$ cat config.mk
export PLATFORM = sky130hd
export DESIGN_NAME = moore_101_detector
export DESIGN_NICKNAME = d
export VERILOG_FILES = /design/src/rtl/moore_101_detector.sv
export SDC_FILE = /design/constraint.sdc
export NUM_CORES = 1
export LEC_CHECK = 0
export CORE_MARGIN = 5
export CORE_UTILIZATION = 30
export DETAILED_ROUTE_END_ITERATION = 6
export GPL_ROUTABILITY_DRIVEN = 0
export SETUP_SLACK_MARGIN = 0.1
export SYNTH_ARGS = -nofsm -noshare
export SYNTH_HDL_FRONTEND = slang
export SYNTH_SLANG_ARGS = --single-unit
$ cat constraint.sdc
create_clock -name clk -period 1.45 [get_ports clk]
set_input_delay 0.435 -clock clk [delete_from_list [all_inputs] [get_ports clk]]
set_output_delay 0.435 -clock clk [all_outputs]
set_load 0.02 [all_outputs]
$ cat src/rtl/moore_101_detector.sv
`default_nettype none
// ============================================================================
// Module      : moore_101_detector
// Description : Moore FSM that detects the serial pattern 1-0-1 on a
//               single-bit stream qualified by din_valid. dout is decoded
//               from the state register only. A saturating counter records
//               how many times the FSM has entered the match state.
// Revision    : 1.0 - initial release
// ----------------------------------------------------------------------------
// Parameters:
//   OVERLAP   - 1: the trailing 1 of a match seeds the next match
//               0: a match consumes all of its bits
//   COUNT_W   - width of det_count
// Ports:
//   clk       in   1        rising-edge clock
//   rst       in   1        synchronous active-high reset (beats din_valid)
//   din       in   1        serial data bit
//   din_valid in   1        qualifier; 0 holds state and det_count
//   dout      out  1        high exactly while the FSM is in S101
//   state     out  2        current state encoding
//   det_count out  COUNT_W  entries into S101 since reset, saturating
// ============================================================================
module moore_101_detector #(
   parameter int OVERLAP = 1,
   parameter int COUNT_W = 8
) (
   input  logic               clk,
   input  logic               rst,
   input  logic               din,
   input  logic               din_valid,
   output logic               dout,
   output logic [1:0]         state,
   output logic [COUNT_W-1:0] det_count
);

   typedef enum logic [1:0] {
      S0   = 2'b00,   // idle
      S1   = 2'b01,   // seen "1"
      S10  = 2'b10,   // seen "10"
      S101 = 2'b11    // match
   } state_t;

   localparam logic [COUNT_W-1:0] C_COUNT_MAX = {COUNT_W{1'b1}};

   state_t             r_state;
   state_t             w_next_state;
   logic [COUNT_W-1:0] r_count;
   logic [COUNT_W-1:0] w_next_count;

   // ------------------------------------------------------------------------
   // State and counter registers
   // ------------------------------------------------------------------------
   always_ff @(posedge clk) begin
      if (rst) begin
         r_state <= S0;
         r_count <= '0;
      end else begin
         r_state <= w_next_state;
         r_count <= w_next_count;
      end
   end

   // ------------------------------------------------------------------------
   // Next-state and counter logic. Without din_valid everything holds.
   // ------------------------------------------------------------------------
   always_comb begin
      w_next_state = r_state;
      w_next_count = r_count;

      if (din_valid) begin
         case (r_state)
            S0:  w_next_state = din ? S1 : S0;
            // A repeated 1 is itself a fresh prefix, so stay in S1.
            S1:  w_next_state = din ? S1 : S10;
            S10: w_next_state = din ? S101 : S0;
            S101: begin
               if (OVERLAP != 0) begin
                  // The matched trailing 1 already counts as a leading 1.
                  w_next_state = din ? S1 : S10;
               end else begin
                  w_next_state = din ? S1 : S0;
               end
            end
            default: w_next_state = S0;
         endcase

         // Count entries into S101, including S101 -> S101 is impossible,
         // so every valid edge landing in S101 is a new match.
         if ((w_next_state == S101) && (r_count != C_COUNT_MAX)) begin
            w_next_count = r_count + 1'b1;
         end
      end
   end

   // ------------------------------------------------------------------------
   // Outputs: pure Moore decode of registered state
   // ------------------------------------------------------------------------
   assign dout      = (r_state == S101);
   assign state     = r_state;
   assign det_count = r_count;

endmodule
`default_nettype wire

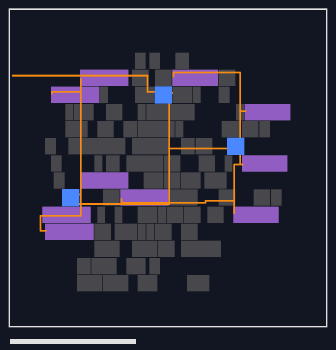
**Above:** clock distribution.
Bar = 20 um.
[blue] cells driving clock nets | count: 3
[orange] clock wires | length: 163 um
[purple] flip-flops | count: 10
routed clock nets: 4

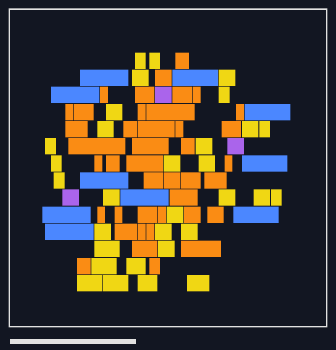
**Above:** placed cells, one color a class.
Bar = 20 um.
| color | class | cells | share of their area |
|---|---|---|---|
| blue | flip-flops | 10 | 26% |
| orange | all other logic | 41 | 43% |
| yellow | other buffers and delay cells | 31 | 29% |
| purple | cells driving clock nets | 3 | 2.8% |

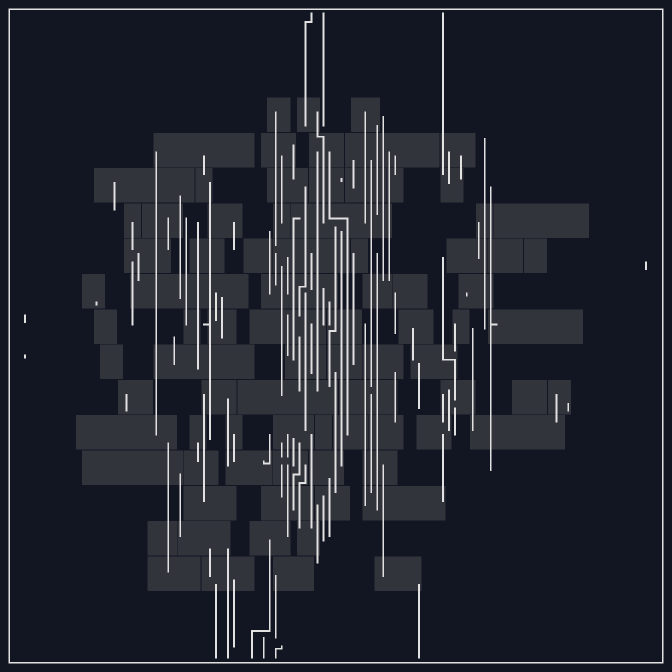
**Above:** signal wires on met2.
nets with wire on the layer: 78
wire length on this layer: 635 um
met2 Track Usage GR: 0.174
vias: 494
total routed wirelength: 1.26 mm

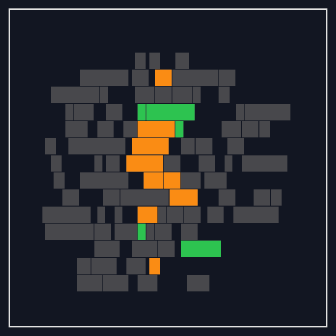
**Above:** logic cells by family.
| color | family | cells | most used |
|---|---|---|---|
| green | NAND gates | 5 | nand2_1 |
| orange | inverting AOI/OAI gates | 9 | o211ai_1 |

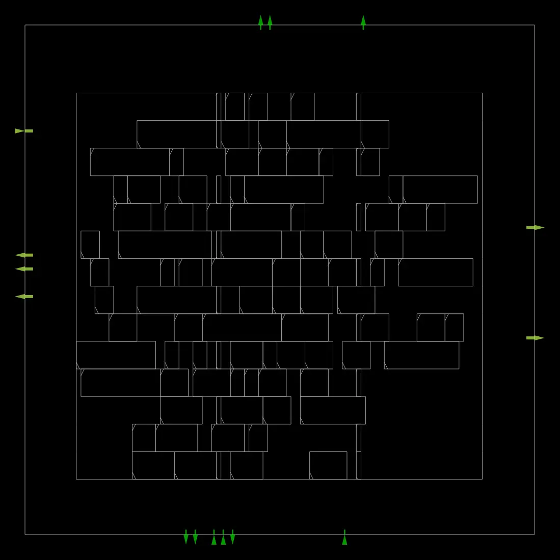
**Above:** placement view.
Fillers: 144
Seq/total area: 0.252

==> run summary <==
impl run done, here's what came out: status=completed, M1 GR Usage=0.134, CTS root buf=clkbuf_4, reg2reg start=det_count[4], R2R Setup Slk=0.13 ns, clk latency late pin=0.28 ns, die width=50.2 um, Chip Area, Yosys=485 um^2, final worst slack=0.129 ns, Final Hold Violating Endpoints=0, final setup vio count=0, Mux area share=0.0412, first-pass GRT wire length=2.15 mm, logic gate share of total power=0.092, Core Util, Final=0.542, Design Area, Final=826 um^2, clock sink total=10, clock share of power=0.372, busiest grt layer=met2, Hold Startpoint=det_count[6], hpwl dp=904 um, Post-Syn Area=485 um^2, Switching Share=0.232, I/O pin total=15, Reg2Reg Depth=6, fin crit share=0.911, initial antenna violation count=0, Cell Type Count=24, critical path arrival=1.48 ns, post-cts resize count=41, top comb family, area=simple AND/OR/NAND/NOR gates, Post-Place Cells=95, Avg WL per Cell=12.4 um, Routed Antenna Nets=0, Tool Warnings=28, sequential share of power=0.536, # hold bufs at CTS=0, setup TNS=0 ns, Placement Rows=14, H-tree depth=1, largest net degree at the start of global routing=8, Final #Nets=92, M3 GR Usage=0.0621
[synthesized netlist by cell type, drive strengths merged]
| library cell | instances | area share |
|---|---|---|
| inv | 2 | 0.015 |
| o211ai | 3 | 0.057 |
| mux2i | 2 | 0.041 |
| o2111ai | 1 | 0.018 |
| and3 | 2 | 0.026 |
| o21ai | 2 | 0.028 |
| o311ai | 1 | 0.018 |
| nand2 | 3 | 0.023 |
| nand3 | 1 | 0.010 |
| xor2 | 5 | 0.090 |
| o41ai | 1 | 0.018 |
| o21a | 2 | 0.031 |
| and2 | 2 | 0.026 |
| and4b | 1 | 0.023 |
| nand4 | 1 | 0.026 |
| or2 | 1 | 0.013 |
| nor2 | 8 | 0.062 |
| clkbuf | 1 | 0.0077 |
| a2bb2oi | 1 | 0.018 |
| dfxtp | 10 | 0.41 |
| nor3 | 1 | 0.010 |
| ha | 1 | 0.026 |
[cell type report]
type,count,area [um^2],area share
Inverter,2,7.51,0.00909
Tap cell,16,20.0,0.0242
Clock buffer,3,22.5,0.0273
Timing Repair Buffer,31,233,0.282
Sequential cell,10,208,0.252
Multi-Input combinational cell,39,335,0.406
[worst max-delay path: stages (launching register included)]
cell and delay, ns:
dfxtp_1 0.33, buf_4 0.13, nand4_4 0.16, o21ai_4 0.23, buf_4 0.15, mux2i_1 0.17
nor2_1 0.05
[placed cells by master, fill, tap and decap left out, types with 3 or more instances in the layout]
master / netlist / routed
buf_4: 0 / 16
nor2_1: 8 / 8
dfxtp_2: 0 / 6
xor2_1: 5 / 5
buf_2: 0 / 5
dfxtp_1: 10 / 4
nand2_1: 3 / 3
clkbuf_4: 0 / 3
clkbuf_2: 0 / 3
[cell families after synthesis]
group,Yosys count
AOI/OAI and AO/OA,11
xor gates and xnor gates,5
adders and majority gates,1
buffers and inverters,3
DFF,10
muxes,2
and+or+nand+nor,20
Power is estimated from default activity; no workload was simulated.
